==> run_1/layer_met4.png <==
Scale: 3 px per um.
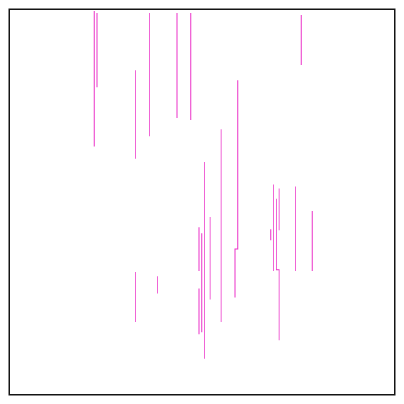
==> run_1/logic_types.png <==
Scale: 3 px per um.
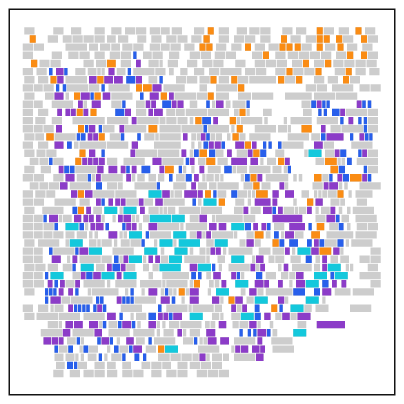
==> run_1/wires.png <==
Scale: 2 px per um. Two of the layers only.
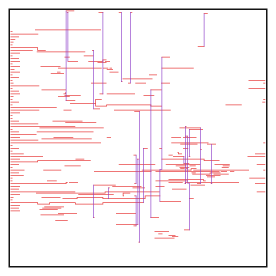
## src/rtl/dma_pkg.sv

```systemverilog
// rtl/dma_pkg.sv - state encoding and shared constants for the DMA bus controller
package dma_pkg;

    typedef enum logic [3:0] {
        ST_IDLE,
        ST_REQ,
        ST_BEGIN,
        ST_RD_BEAT,
        ST_WR_PREFETCH,
        ST_WR_BEAT,
        ST_WR_END,
        ST_FLUSH,
        ST_ERR
    } dma_state_e;

    localparam int         DMA_MAX_BURST   = 256;
    localparam logic [3:0] DMA_BYTE_EN_ALL = 4'hF;
    localparam int         DMA_LEN_W       = 9;
    localparam int         DMA_BLK_W       = 10;

    // States in which the controller owns (or is asking for) the bus.
    function automatic logic is_bus_state(input dma_state_e s);
        return s inside {ST_REQ, ST_BEGIN, ST_RD_BEAT, ST_WR_PREFETCH, ST_WR_BEAT, ST_WR_END};
    endfunction

    function automatic logic is_xfer_state(input dma_state_e s);
        return s inside {ST_BEGIN, ST_RD_BEAT, ST_WR_PREFETCH, ST_WR_BEAT, ST_WR_END};
    endfunction

endpackage

```

## src/rtl/dma_burst_calc.sv

```systemverilog
// rtl/dma_burst_calc.sv - burst length and post-burst address/count arithmetic
module dma_burst_calc
    import dma_pkg::*;
#(
    parameter int MEM_AW    = 9,
    parameter int MAX_BURST = DMA_MAX_BURST
) (
    input  logic [DMA_BLK_W-1:0] remaining,
    input  logic [7:0]           burst_cfg,
    input  logic [31:0]          bus_addr,
    input  logic [MEM_AW-1:0]    mem_addr,
    output logic [DMA_LEN_W-1:0] burst_len,
    output logic [DMA_BLK_W-1:0] next_remaining,
    output logic [31:0]          next_bus_addr,
    output logic [MEM_AW-1:0]    next_mem_addr,
    output logic                 last_burst
);

    localparam logic [DMA_LEN_W-1:0] CAP =
        (MAX_BURST >= 256) ? 9'd256 : DMA_LEN_W'(MAX_BURST);

    logic [DMA_LEN_W-1:0] req_len;
    logic [DMA_LEN_W-1:0] len_a;

    always_comb begin
        req_len = {1'b0, burst_cfg} + DMA_LEN_W'(1);
        len_a   = (remaining < {1'b0, req_len}) ? remaining[DMA_LEN_W-1:0] : req_len;
        burst_len = (len_a < CAP) ? len_a : CAP;
    end

    // Both addresses wrap naturally at their own widths.
    assign next_remaining = remaining - {1'b0, burst_len};
    assign next_bus_addr  = bus_addr + {21'd0, burst_len, 2'b00};
    assign next_mem_addr  = mem_addr + MEM_AW'(burst_len);
    assign last_burst     = (next_remaining == '0);

endmodule

```

## src/rtl/dma_bus_controller.sv

```systemverilog
// rtl/dma_bus_controller.sv - burst DMA engine between a system bus and a scratch memory
module dma_bus_controller
    import dma_pkg::*;
#(
    parameter int MEM_AW    = 9,
    parameter int MAX_BURST = DMA_MAX_BURST
) (
    input  logic                 clock,
    input  logic                 reset,
    input  logic                 start,
    input  logic                 direction,
    input  logic [31:0]          bus_start_addr,
    input  logic [MEM_AW-1:0]    mem_start_addr,
    input  logic [9:0]           block_size,
    input  logic [7:0]           burst_size,
    output logic                 busy,
    output logic                 error,
    output logic [MEM_AW-1:0]    mem_addr,
    output logic                 mem_we,
    output logic [31:0]          mem_wdata,
    input  logic [31:0]          mem_rdata,
    output logic                 bus_request,
    input  logic                 bus_grant,
    output logic                 bus_begin,
    output logic [31:0]          bus_addr_data,
    output logic                 bus_read_n_write,
    output logic [3:0]           bus_byte_en,
    output logic [7:0]           bus_burst_size,
    output logic                 bus_data_valid_out,
    output logic                 bus_end,
    input  logic [31:0]          bus_data_in,
    input  logic                 bus_data_valid_in,
    input  logic                 bus_end_in,
    input  logic                 bus_error_in,
    input  logic                 bus_busy_in
);

    dma_state_e           state_q, state_d;
    logic                 dir_q, dir_d;
    logic [31:0]          bus_addr_q, bus_addr_d;
    logic [MEM_AW-1:0]    mem_base_q, mem_base_d;
    logic [MEM_AW-1:0]    cur_mem_q, cur_mem_d;
    logic [DMA_BLK_W-1:0] remaining_q, remaining_d;
    logic [7:0]           burst_cfg_q, burst_cfg_d;
    logic [DMA_LEN_W-1:0] beat_cnt_q, beat_cnt_d;
    logic                 error_q, error_d;
    logic                 busy_q, busy_d;
    logic                 bus_request_q, bus_request_d;
    logic                 bus_begin_q, bus_begin_d;
    logic                 bus_end_q, bus_end_d;
    logic                 rnw_q, rnw_d;
    logic                 valid_out_q, valid_out_d;
    logic [3:0]           byte_en_q, byte_en_d;
    logic [7:0]           bsize_q, bsize_d;

    logic [DMA_LEN_W-1:0] burst_len;
    logic [DMA_BLK_W-1:0] next_remaining;
    logic [31:0]          next_bus_addr;
    logic [MEM_AW-1:0]    next_mem_addr;
    logic                 last_burst;
    logic                 advance;

    dma_burst_calc #(
        .MEM_AW    (MEM_AW),
        .MAX_BURST (MAX_BURST)
    ) u_burst_calc (
        .remaining      (remaining_q),
        .burst_cfg      (burst_cfg_q),
        .bus_addr       (bus_addr_q),
        .mem_addr       (mem_base_q),
        .burst_len      (burst_len),
        .next_remaining (next_remaining),
        .next_bus_addr  (next_bus_addr),
        .next_mem_addr  (next_mem_addr),
        .last_burst     (last_burst)
    );

    always_comb begin
        state_d     = state_q;
        dir_d       = dir_q;
        bus_addr_d  = bus_addr_q;
        mem_base_d  = mem_base_q;
        cur_mem_d   = cur_mem_q;
        remaining_d = remaining_q;
        burst_cfg_d = burst_cfg_q;
        beat_cnt_d  = beat_cnt_q;
        error_d     = error_q;
        advance     = 1'b0;

        unique case (state_q)
            ST_IDLE: begin
                if (start && block_size != '0) begin
                    state_d     = ST_REQ;
                    dir_d       = direction;
                    bus_addr_d  = bus_start_addr & 32'hFFFF_FFFC;
                    mem_base_d  = mem_start_addr;
                    cur_mem_d   = mem_start_addr;
                    remaining_d = block_size;
                    burst_cfg_d = burst_size;
                    error_d     = 1'b0;
                end
            end
            ST_REQ: begin
                if (bus_grant) state_d = ST_BEGIN;
            end
            ST_BEGIN: begin
                beat_cnt_d = '0;
                state_d    = dir_q ? ST_WR_PREFETCH : ST_RD_BEAT;
            end
            ST_RD_BEAT: begin
                if (bus_data_valid_in) cur_mem_d = cur_mem_q + MEM_AW'(1);
                if (bus_end_in) advance = 1'b1;
            end
            ST_WR_PREFETCH: begin
                state_d = ST_WR_BEAT;
            end
            ST_WR_BEAT: begin
                if (!bus_busy_in) begin
                    cur_mem_d  = cur_mem_q + MEM_AW'(1);
                    beat_cnt_d = beat_cnt_q + DMA_LEN_W'(1);
                    if (beat_cnt_q == burst_len - DMA_LEN_W'(1)) state_d = ST_WR_END;
                end
            end
            ST_WR_END: begin
                advance = 1'b1;
            end
            ST_FLUSH: begin
                state_d = ST_REQ;
            end
            ST_ERR: begin
                state_d = ST_IDLE;
            end
            default: begin
                state_d = ST_IDLE;
            end
        endcase

        // A short read burst still consumes its whole window of addresses.
        if (advance) begin
            remaining_d = next_remaining;
            bus_addr_d  = next_bus_addr;
            mem_base_d  = next_mem_addr;
            cur_mem_d   = next_mem_addr;
            state_d     = last_burst ? ST_IDLE : ST_FLUSH;
        end

        if (is_bus_state(state_q) && bus_error_in) begin
            state_d = ST_ERR;
            error_d = 1'b1;
        end

        busy_d        = (state_d != ST_IDLE);
        bus_request_d = is_bus_state(state_d);
        bus_begin_d   = (state_d == ST_BEGIN);
        byte_en_d     = bus_begin_d ? DMA_BYTE_EN_ALL : 4'h0;
        rnw_d         = is_xfer_state(state_d) && !dir_d;
        bsize_d       = is_xfer_state(state_d) ? 8'(burst_len - DMA_LEN_W'(1)) : 8'h00;
        valid_out_d   = (state_d == ST_WR_BEAT);
        bus_end_d     = (state_d == ST_WR_END);
    end

    always_ff @(posedge clock) begin
        if (reset) begin
            state_q       <= ST_IDLE;
            dir_q         <= 1'b0;
            bus_addr_q    <= '0;
            mem_base_q    <= '0;
            cur_mem_q     <= '0;
            remaining_q   <= '0;
            burst_cfg_q   <= '0;
            beat_cnt_q    <= '0;
            error_q       <= 1'b0;
            busy_q        <= 1'b0;
            bus_request_q <= 1'b0;
            bus_begin_q   <= 1'b0;
            bus_end_q     <= 1'b0;
            rnw_q         <= 1'b0;
            valid_out_q   <= 1'b0;
            byte_en_q     <= '0;
            bsize_q       <= '0;
        end else begin
            state_q       <= state_d;
            dir_q         <= dir_d;
            bus_addr_q    <= bus_addr_d;
            mem_base_q    <= mem_base_d;
            cur_mem_q     <= cur_mem_d;
            remaining_q   <= remaining_d;
            burst_cfg_q   <= burst_cfg_d;
            beat_cnt_q    <= beat_cnt_d;
            error_q       <= error_d;
            busy_q        <= busy_d;
            bus_request_q <= bus_request_d;
            bus_begin_q   <= bus_begin_d;
            bus_end_q     <= bus_end_d;
            rnw_q         <= rnw_d;
            valid_out_q   <= valid_out_d;
            byte_en_q     <= byte_en_d;
            bsize_q       <= bsize_d;
        end
    end

    // Read beats land in memory the same cycle; a write stall keeps the current word addressed.
    assign mem_we    = (state_q == ST_RD_BEAT) && bus_data_valid_in && !bus_error_in;
    assign mem_wdata = mem_we ? bus_data_in : 32'h0;
    assign mem_addr  = (state_q == ST_WR_BEAT && !bus_busy_in) ? cur_mem_q + MEM_AW'(1) : cur_mem_q;

    assign busy               = busy_q;
    assign error              = error_q;
    assign bus_request        = bus_request_q;
    assign bus_begin          = bus_begin_q;
    assign bus_addr_data      = bus_begin_q ? bus_addr_q : (valid_out_q ? mem_rdata : 32'h0);
    assign bus_read_n_write   = rnw_q;
    assign bus_byte_en        = byte_en_q;
    assign bus_burst_size     = bsize_q;
    assign bus_data_valid_out = valid_out_q;
    assign bus_end            = bus_end_q;

endmodule

```

## config.mk

```make
export PLATFORM = sky130hd
export DESIGN_NAME = dma_bus_controller
export DESIGN_NICKNAME = d
export VERILOG_FILES = /design/src/rtl/dma_pkg.sv /design/src/rtl/dma_burst_calc.sv /design/src/rtl/dma_bus_controller.sv
export SDC_FILE = /design/constraint.sdc
export NUM_CORES = 1
export LEC_CHECK = 0
export CORE_MARGIN = 4
export CORE_UTILIZATION = 53
export CTS_BUF_LIST = sky130_fd_sc_hd__clkbuf_16
export CTS_CLUSTER_SIZE = 40
export DETAILED_ROUTE_END_ITERATION = 12
export PLACE_DENSITY = 0.88
export SLEW_MARGIN = 10
export SYNTH_ARGS = -nofsm -noshare
export SYNTH_HDL_FRONTEND = slang
export SYNTH_SLANG_ARGS = --single-unit
```

## constraint.sdc

```tcl
create_clock -name clock -period 9.4 [get_ports clock]
set_input_delay 0.94 -clock clock [delete_from_list [all_inputs] [get_ports clock]]
set_output_delay 0.94 -clock clock [all_outputs]
set_load 0.01 [all_outputs]
```

==> results.cfg, run 1 <==
; physical design summary
[cells_and_area]
n_fill_cell = 1140
layout-drive-gt1-share_pct = 6.609

[logic_synthesis]
seq_area_frac_synth_pct = 24.93
yosys_area_sq_um = 7630
ff_type = dfxtp_1
postSynthAreaPerCell_sq_um = 7.754
synth_area_sq_um = 7630
topCellsByArea = dfxtp_1 25%, ha_1 6.2%, nand2_1 5.6%
synth_async_sr_flop_share_pct = 0
yosysTopAreaCellShare_pct = 24.93
numSynthFlops = 95
synth_stat.cells = 984
synth_warnings = 0
synth-edff-count = 0

[route]
viasPerCell = 6.013
dr.pass1.iters = 6
antenna_left = 0

[outcome]
status = finished clean

[clocking]
clock_sinks = 95
cts_tree = done
cts_hold_buffers = 0
clk_pin_slew_ns = 0.07
clkLatencyLatePin_ns = 0.36
clock_path_buffers = 2
clockRootBuffer = clkbuf_16

[sta]
layout_setup_ws_ns = 2.576
fmax_mhz = 146.5
period_minus_slack_ns = 6.824
hold_violations = 0
tightest_slew_ns = 1.233
tns_ns = 0

[worst_setup_path]
critPathMaxFanout = 16
end_kind = flip-flop
cp.required_ns = 9.66
reg2reg_slack_ns = 2.58
crit_type = reg2reg
worst_ep_arrival_time_ns = 7.08

[grt]
grt_pass1_wl_um = 38520
grt_max_degree = 70
grt_overflow = 0

[die]
die_x_um = 128.0
chipArea_sq_um = 16380
core_sq_um = 13990
initial_utilization_pct = 54.54
num_io_pins = 225
std_cell_rows = 43

[power]
irDropWorstVdd_mv = 0.1376
p_leak_nw = 3.825

[worst_hold_path]
hold_path_class = reg2reg
Back to the opening pictures, layer_met4.png:
wire length on this layer	680 um
nets with wire on the layer	21
share of all routed wire	2.8%
DRT Wirelength: 24310 um
vias: 8088

Back to the opening pictures, logic_types.png:
color	family	cells	most used
purple	inverting AOI/OAI gates	223	a21oi_1
blue	NAND gates	165	nand2_1
orange	AND and OR gates	85	and2_1
cyan	adder and majority cells	41	ha_1
Comb/total area: 51.67%
most frequent logic cell in the layout: clkdlybuf4s50_1

Back to the opening pictures, wires.png:
color	layer	wire length
red	metal 3	1820 um
purple	metal 4	680 um
routed length per instance: 18.07 um
Overall Global Routing Usage: 28.75%

==> run 1: logic make-up after synthesis <==
| kind of cell | Yosys count | share of synthesized area, % |
|---|---|---|
| and+or+nand+nor | 394 | 26.71 |
| AOI/OAI and AO/OA | 282 | 26.42 |
| buffers and inverters | 109 | 7.117 |
| DFF | 95 | 24.93 |
| xor gates and xnor gates | 51 | 6.133 |
| adders and majority gates | 41 | 7.019 |
| muxes | 12 | 1.673 |
==> run 1: per-stage QoR <==
step | hold WS [ns] | std cells | instance area [sq um]
after floorplan | 0.4626 | 984 | 7630
after global placement | 0.4703 | 1329 | 9784
after detailed placement | 0.4793 | 1329 | 9784
after CTS | 0.5033 | 1345 | 10080
after global routing | 0.5296 | 1345 | 10080
final | 0.4988 | 1345 | 10080
==> run 1: flip-flops by register name, summed over array words and instances, names as in the netlist <==
name / cells
bus_addr_q: 30
remaining_q: 10
beat_cnt_q: 9
cur_mem_q: 9
mem_base_q: 9
burst_cfg_q: 8
bus_burst_size: 8
state_q: 4
bus_byte_en: 1
bus_data_valid_out: 1
bus_end: 1
bus_read_n_write: 1
bus_request: 1
busy: 1
dir_q: 1
error: 1
==> run 1: routing by layer <==
layer	track usage, %	vias to the layer above	share of wire (%)
li1	-	3915	-
met1	36.73	3779	41
met2	47.94	341	49
met3	6.667	53	7.5
met4	9.363	0	2.8
met5	0	-	0
==> run 1: report_power, final <==
part	switching [mW]	internal [mW]	leakage (nW)	total, mW
clock network	0.174	0.208	0.147	0.381
registers	0.0694	0.451	0.778	0.521
logic	0.470	0.384	2.90	0.853
==> run 1: synthesized netlist by cell type (12+ instances only) <==
cell / count
and3_1: 12
or3_1: 12
nand3_1: 24
a31oi_1: 16
clkbuf_1: 42
ha_1: 38
a22o_1: 29
inv_1: 41
a21oi_1: 67
and2_1: 42
nor3_1: 20
nand2_1: 113
a211oi_1: 12
nor2b_1: 13
nor2_1: 89
o21ai_0: 43
a311oi_1: 15
xor2_1: 19
dfxtp_1: 95
xnor2_1: 30
==> run 1: path summary, 6_finish.rpt <==
kind                                     start                to  cells past startpoint
worst max-delay path            burst_cfg_q[0]  bus_read_n_write                     23
worst min-delay path                     error             error                      1
worst max register to register  burst_cfg_q[0]  bus_read_n_write                     23
worst min register to register           error             error                      1
==> run 1: area by class of cell <==
cell class / count / area [sq um] / share of cell area (%)
multi-input cells: 780 / 5209 / 51.67
clock inverters: 7 / 71.32 / 0.7075
repair buffers: 231 / 2285 / 22.66
inverters: 43 / 163.9 / 1.626
clock buffers: 9 / 225.2 / 2.234
well taps: 180 / 225.2 / 2.234
flip-flops and latches: 95 / 1902 / 18.87
==> run 1: worst max-delay path, cell delays in order, from the launching register on <==
cell	delay, ns
dfxtp_1	0.62
ha_1	0.41
and3_4	0.27
and3_4	0.20
xor2_2	0.25
inv_1	0.10
ha_1	0.19
a21o_1	0.20
a211oi_2	0.48
nand2_4	0.25
a21oi_1	0.32
inv_1	0.18
ha_1	0.24
fa_1	0.42
nor2b_1	0.12
o21ai_0	0.11
a21boi_1	0.24
o21ai_0	0.17
a21boi_0	0.27
o221ai_1	0.17
nor4_1	0.58
or3_1	0.33
or3_1	0.40
and3b_1	0.23
==> run 2, diff against run 1 <==
--- a/config.mk
+++ b/config.mk
@@ -6,11 +6,11 @@
 export NUM_CORES = 1
 export LEC_CHECK = 0
 export CORE_MARGIN = 4
-export CORE_UTILIZATION = 53
+export CORE_UTILIZATION = 44
 export CTS_BUF_LIST = sky130_fd_sc_hd__clkbuf_16
 export CTS_CLUSTER_SIZE = 40
 export DETAILED_ROUTE_END_ITERATION = 12
-export PLACE_DENSITY = 0.88
+export PLACE_DENSITY = 0.78
 export SLEW_MARGIN = 10
 export SYNTH_ARGS = -nofsm -noshare
 export SYNTH_HDL_FRONTEND = slang
==> constraint.sdc (replaced) <==
create_clock -name clock -period 5.79 [get_ports clock]
set_input_delay 0.579 -clock clock [delete_from_list [all_inputs] [get_ports clock]]
set_output_delay 0.579 -clock clock [all_outputs]
set_load 0.01 [all_outputs]
==> run_2/layer_met4.png <==
Scale: 3 px per um.
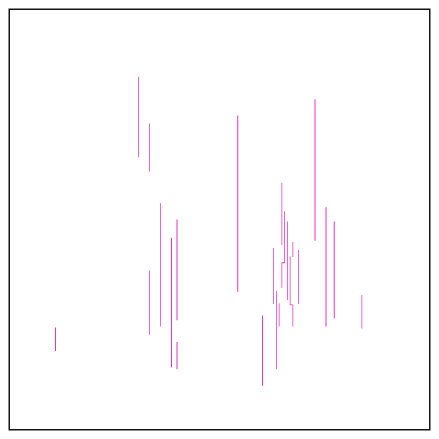
share of all routed wire	2.3%
wire length on this layer	578 um
DRT Wirelength: 24900 um
vias: 8117

==> results.cfg, run 2 <==
; physical design summary
[cells_and_area]
largest_reg_flops = 30
layout-drive-gt1-share_pct = 9.007
reg_top3 = bus_addr_q: 30 flops, remaining_q: 10 flops
largest_register = bus_addr_q
stdcell_count = 1408
n_fill_cell = 1502
mostFrequentLayoutCell = clkdlybuf4s50_1

[die]
num_io_pins = 225
core_sq_um = 16760
std_cell_rows = 47
initial_utilization_pct = 45.52
die_x_um = 139.7
chipArea_sq_um = 19510

[sta]
period_minus_slack_ns = 5.367
fmax_mhz = 186.3
tns_ns = 0
timing.hold.ws_ns = 0.4991
setup_viol = 0

[logic_synthesis]
yosysTopAreaCellShare_pct = 24.93
synth_stat.cells = 984
synth_async_sr_flop_share_pct = 0
yosys_area_sq_um = 7630
synth-edff-count = 0
ff_type = dfxtp_1
most_common_cell = nand2_1
synthTopCellsByCount = 113 x nand2_1, 95 x dfxtp_1, 89 x nor2_1
postSynthAreaPerCell_sq_um = 7.754
seq_area_frac_synth_pct = 24.93
numSynthFlops = 95
topCellsByArea = dfxtp_1 25%, ha_1 6.2%, nand2_1 5.6%
synth_warnings = 0

[worst_setup_path]
crit_path_top_delay_cell = a211o_1
ff2ff_path_depth = 25
reg2reg_slack_ns = 0.42
critPathMaxFanout = 8
crit_type = reg2reg
end_kind = flip-flop
worstReg2RegEnd = bus_burst_size[3]
worst_ep_arrival_time_ns = 5.66
cp.required_ns = 6.08
rr_startpoint = burst_cfg_q[1]
crit_path_max_incr_delay_ns = 0.42
crit_buf_inv = 4
cpMostUsedCell = ha_1
path_delay_family = simple AND/OR/NAND/NOR gates

[route]
wl_per_cell_um = 17.69
wl_met2_um = 12160
highest_layer = met4
antenna_left = 0
viasPerCell = 5.765
drc_errors = 0
met3_length_um = 1807

[power]
power.total_mw = 2.929
p_leak_nw = 3.940
irDropWorstVdd_mv = 0.1518

[grt]
grt_max_degree = 70
grt_pass1_wl_um = 39440
globalRouteTotalUtil_pct = 24.22
grt_overflow = 0

[worst_hold_path]
holdPathStages = 2
hold_path_class = reg2reg
hp-start = mem_base_q[0]
min_to = mem_base_q[0]

[clocking]
clkLatencyLatePin_ns = 0.36
cts_hold_buffers = 0
cts_tree = done
clock_path_buffers = 2
clockRootBuffer = clkbuf_16
clk_pin_slew_ns = 0.07

[outcome]
status = finished clean

[placed_design]
dp.cells = 1391
==> run_2/clocks.png <==
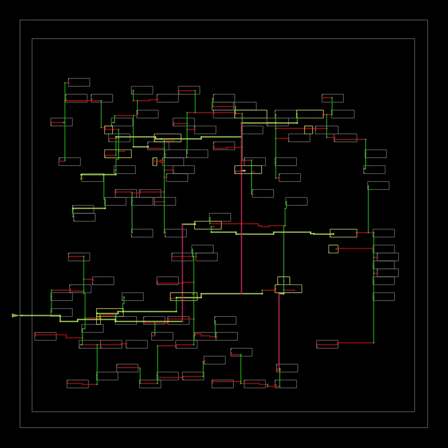
CLK BUF: 9
Sink Count: 95
TritonCTS buffer count: 9

[run 2: cell counts after synthesis]
No cell type changed its count.
[run 2: area by class of cell]
class	count	area [sq um]	share of cell area [%]
clock inverter	7	72.57	0.7018
clock buffer	9	225.2	2.178
inverter	43	163.9	1.585
multi-input combinational	780	5241	50.68
tap	220	275.3	2.662
timing repair buffer	254	2457	23.76
sequential	95	1906	18.43
[run 2: how the worst max path moves through the flow]
stage / from / endpoint / slack [ns] / depth (start not counted)
2_1_floorplan: burst_cfg_q[0] / bus_read_n_write / 0.45 / 26
3_3_place_gp: burst_cfg_q[2] / bus_burst_size[3] / 0.28 / 24
3_5_place_dp: burst_cfg_q[2] / bus_burst_size[3] / 0.24 / 24
4_1_cts: burst_cfg_q[3] / bus_burst_size[3] / 0.19 / 24
5_1_grt: burst_cfg_q[0] / bus_burst_size[7] / 0.01 / 25
6_report: burst_cfg_q[1] / bus_burst_size[3] / 0.42 / 25
[run 2: kinds of logic (layout without fill, tap and decap cells)]
group | count (synthesis) | count (layout) | synth area share, %
flops | 95 | 95 | 24.93
xor+xnor | 51 | 51 | 6.133
compound gates | 282 | 282 | 26.42
simple gates | 394 | 394 | 26.71
fa+ha+maj | 41 | 41 | 7.019
mux | 12 | 12 | 1.673
buf+inv | 109 | 313 | 7.117
[run 2: what timing repair did]
item,in CTS,in global routing
setup buffers,0,1
resized,0,9
endpoints found under the setup margin,0,19
[run 2: layer usage]
layer  up-vias  track usage (%)
met2       328            41.76
met3        51            5.695
met4         0            6.629
met1      3786            30.30
li1       3952                -
met5         -                0
[run 2: where the power goes]
part           total, mW  switching [mW]  internal [mW]  leakage, nW
sequential         0.839           0.106          0.733        0.780
clock              0.618           0.281          0.337        0.143
combinational       1.47           0.796          0.676         3.02
total               2.93            1.18           1.75         3.94
[run 2: worst register-to-register path: stages, from the launching register on]
cell      delay (ns)
dfxtp_2         0.41
ha_1            0.19
and3_4          0.22
and3_4          0.19
xor2_2          0.18
inv_1           0.09
ha_1            0.19
a21o_1          0.20
a211o_1         0.42
nor4_4          0.31
a21oi_4         0.07
inv_1           0.16
ha_1            0.21
fa_1            0.22
nor2b_1         0.05
o21ai_0         0.19
a21boi_1        0.12
o21ai_0         0.25
a21boi_0        0.17
o221ai_1        0.24
nor4_1          0.08
buf_4           0.16
or3_1           0.32
or3_4           0.39
buf_4           0.18
nor2_1          0.10
[run 2: stage by stage]
| stage | utilization, % | setup WS, ns | area, sq um |
|---|---|---|---|
| 5_1_grt | 61.70 | 0.01218 | 10340 |
| 2_1_floorplan | - | 0.4452 | 7630 |
| 3_5_place_dp | 59.66 | 0.2399 | 10000 |
| 4_1_cts | 61.44 | 0.1891 | 10300 |
| 6_report | 61.70 | 0.4232 | 10340 |
| 3_3_place_gp | 59.66 | 0.2819 | 10000 |
==> run 3, diff against run 2 <==
--- a/config.mk
+++ b/config.mk
@@ -5,13 +5,16 @@
 export SDC_FILE = /design/constraint.sdc
 export NUM_CORES = 1
 export LEC_CHECK = 0
+export ABC_AREA = 1
 export CORE_MARGIN = 4
 export CORE_UTILIZATION = 44
 export CTS_BUF_LIST = sky130_fd_sc_hd__clkbuf_16
 export CTS_CLUSTER_SIZE = 40
 export DETAILED_ROUTE_END_ITERATION = 12
-export PLACE_DENSITY = 0.78
+export HOLD_SLACK_MARGIN = 0.06
+export PLACE_DENSITY = 0.79
 export SLEW_MARGIN = 10
 export SYNTH_ARGS = -nofsm -noshare
 export SYNTH_HDL_FRONTEND = slang
 export SYNTH_SLANG_ARGS = --single-unit
+export TNS_END_PERCENT = 10
==> run_3/wires.png <==
Scale: 2 px per um. Two of the layers only.
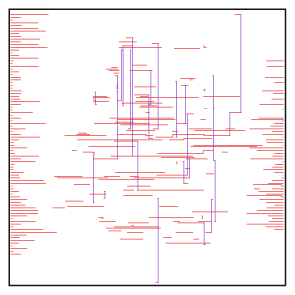
routed length per instance: 14.85 um
DRT Wirelength: 23740 um
Overall Global Routing Usage: 24.73%

==> results.cfg, run 3 <==
; physical design summary
[cells_and_area]
largest_register = bus_addr_q
largest_reg_flops = 30
reg_top3 = bus_addr_q: 30 flops, remaining_q: 10 flops
layout-drive-gt1-share_pct = 6.091
regArea_sq_um = 1903
syn2layout_area_growth_pct = 38.05
stdcell_count = 1599
logic_area_sq_um = 4691
n_fill_cell = 1526

[die]
core_sq_um = 16470
num_io_pins = 225
std_cell_rows = 47
initial_utilization_pct = 44.70
die_x_um = 137.3
chipArea_sq_um = 18860

[logic_synthesis]
synth-edff-count = 0
yosysTopAreaCellShare_pct = 25.84
synth_warnings = 0
seq_area_frac_synth_pct = 25.84
postSynthAreaPerCell_sq_um = 6.274
most_common_cell = nand2_1
yosys_area_sq_um = 7360
ff_type = dfxtp_1
synth_stat.cells = 1173
synth_async_sr_flop_share_pct = 0
topCellsByArea = dfxtp_1 26%, nand2_1 12%, inv_1 8.2%
floorplan.nets = 1346
synthTopCellsByCount = 243 x nand2_1, 160 x inv_1, 145 x nor2_1
numSynthFlops = 95

[worst_setup_path]
critPathMaxFanout = 12
crit_path_top_delay_cell = fa_1
crit_path_max_incr_delay_ns = 0.40
end_kind = flip-flop
cpMostUsedCell = nand2_1
endpoint = bus_addr_q[30]
path_depth = 36
cp.required_ns = 6.01
crit_buf_inv = 4
ff2ff_path_depth = 36
path_delay_family = simple AND/OR/NAND/NOR gates
worstReg2RegEnd = bus_addr_q[30]
worst_ep_arrival_time_ns = 5.51
reg2reg_slack_ns = 0.50
startpoint = burst_cfg_q[0]
crit_type = reg2reg
rr_startpoint = burst_cfg_q[0]

[power]
irDropWorstVdd_mv = 0.1869
seqPwrFrac_pct = 23.4
switchingPower_mw = 1.812
power.total_mw = 3.839
p_leak_nw = 4.463
p_sw_share_pct = 47.20
power.internal_mw = 2.027
powerDensity_nw_per_um2 = 377.9
p_comb_share_pct = 59.4
clkPwrFrac_pct = 17.2

[placed_design]
dpl.hpwl_um = 18060
port_buffers = 222
post-place-ws_ns = 0.1060
gp_congestion = 0.9263
dp.cells = 1578

[sta]
tns_ns = 0
tightest_slew_ns = 1.151
hold_violations = 0
fmax_mhz = 188.9
rsz0062_at_grt = yes
layout_setup_ws_ns = 0.4952
timing.hold.ws_ns = 0.4920
period_minus_slack_ns = 5.295
setup_viol = 0

[route]
dr.pass1.iters = 6
initialDrtViolationCount = 676
drc_errors = 0
viasPerCell = 5.248
antenna_left = 0
num_vias = 8392

[clocking]
clock_sinks = 95
clk_pin_slew_ns = 0.07
clockRootBuffer = clkbuf_16
clock_path_buffers = 2
cts_hold_buffers = 0
clkLatencyLatePin_ns = 0.35
cts_buffers = 9
cts_tree = done

[grt]
grt_pass1_wl_um = 37430
grt_max_degree = 49
grt_overflow = 0

[outcome]
status = finished clean

[flow_run]
warning_count = 29

[worst_hold_path]
hold_path_class = reg2reg
==> run_3/logic_types.png <==
Scale: 3 px per um.
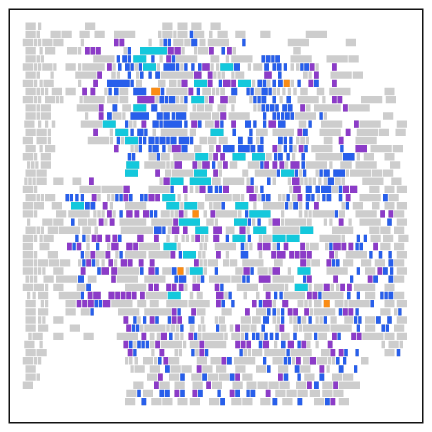
most frequent logic cell in the layout: nand2_1
Comb/total area: 46.17%

[run 3: metrics by stage]
step	instance area, sq um	utilization [%]
after floorplan	7360	-
after global placement	9742	59.16
after detailed placement	9742	59.16
after CTS	10060	61.12
after global routing	10160	61.70
final	10160	61.70
[run 3: worst reg2reg max path, delay by kind of cell (launching register included)]
kind / cells / cell delay, ns
simple gates: 22 / 2.56
fa+ha+maj: 4 / 1.10
compound gates: 6 / 0.78
flops: 1 / 0.36
buf+inv: 4 / 0.34
[run 3: cell families after synthesis]
family	Yosys count	synth area share, %
AND/OR/NAND/NOR	540	32.45
AND-OR/OR-AND	243	18.43
flip-flops	95	25.84
adder cells (fa/ha/maj)	41	7.277
XOR/XNOR	39	4.641
buffers and inverters	214	11.22
multiplexers	1	0.1360
[run 3: layer usage]
layer	part of all wire [%]	routed length [um]	track usage, %	vias to the layer above
met5	0	0	0	-
met4	2.7	639	8.703	0
met3	9.8	2315	6.026	51
met2	45	10610	39.84	378
met1	43	10170	32.28	3735
li1	-	-	-	4228
[run 3: area by class of cell]
class	instances	share of cell area, %
clock buffer	9	2.217
clock inverter	7	0.9606
inverter	166	6.158
multi-input combinational	864	46.17
sequential	95	18.73
tap	220	2.709
timing repair buffer	238	23.05
[run 3: how the worst min path moves through the flow]
| stage | startpoint | to | slack [ns] | depth (start not counted) |
|---|---|---|---|---|
| after floorplan | bus_addr_q[4] | bus_addr_q[4] | 0.44 | 2 |
| after global placement | beat_cnt_q[8] | beat_cnt_q[8] | 0.46 | 2 |
| after detailed placement | bus_addr_q[12] | bus_addr_q[12] | 0.48 | 2 |
| after CTS | bus_addr_q[12] | bus_addr_q[12] | 0.49 | 2 |
| after global routing | bus_addr_q[12] | bus_addr_q[12] | 0.50 | 2 |
| final | bus_addr_q[12] | bus_addr_q[12] | 0.49 | 2 |
[run 3: power groups by stage]
| stage | Combinational [mW] | Clock, mW | Sequential (mW) |
|---|---|---|---|
| 2_1_floorplan | 1.57 | 0 | 0.885 |
| 3_3_place_gp | 2.14 | 0 | 0.904 |
| 3_5_place_dp | 2.19 | 0 | 0.906 |
| 4_1_cts | 2.21 | 0.666 | 0.893 |
| 5_1_grt | 2.55 | 0.695 | 0.917 |
| 6_report | 2.28 | 0.660 | 0.899 |
[run 3: timing repair]
item,in CTS,in global routing
setup buffers,0,5
setup endpoints to repair,0,21
resized,0,15

==> screenshots <==
Ports around the boundary.
Scale: 3 px per um. Pins as bars across the die edge, other pins in gray.
picture 1
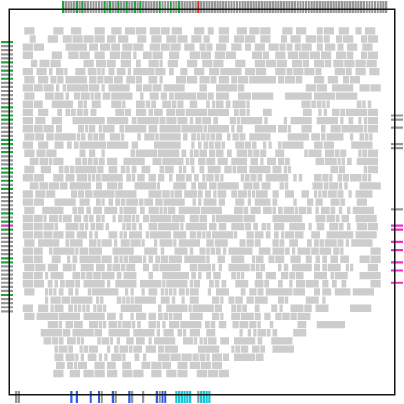
picture 2
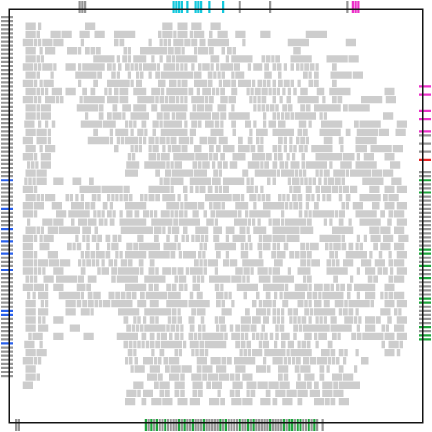
run 1: picture 1
run 3: picture 2
Of these, largest die: picture 2

Power and IR drop assume default switching activity.
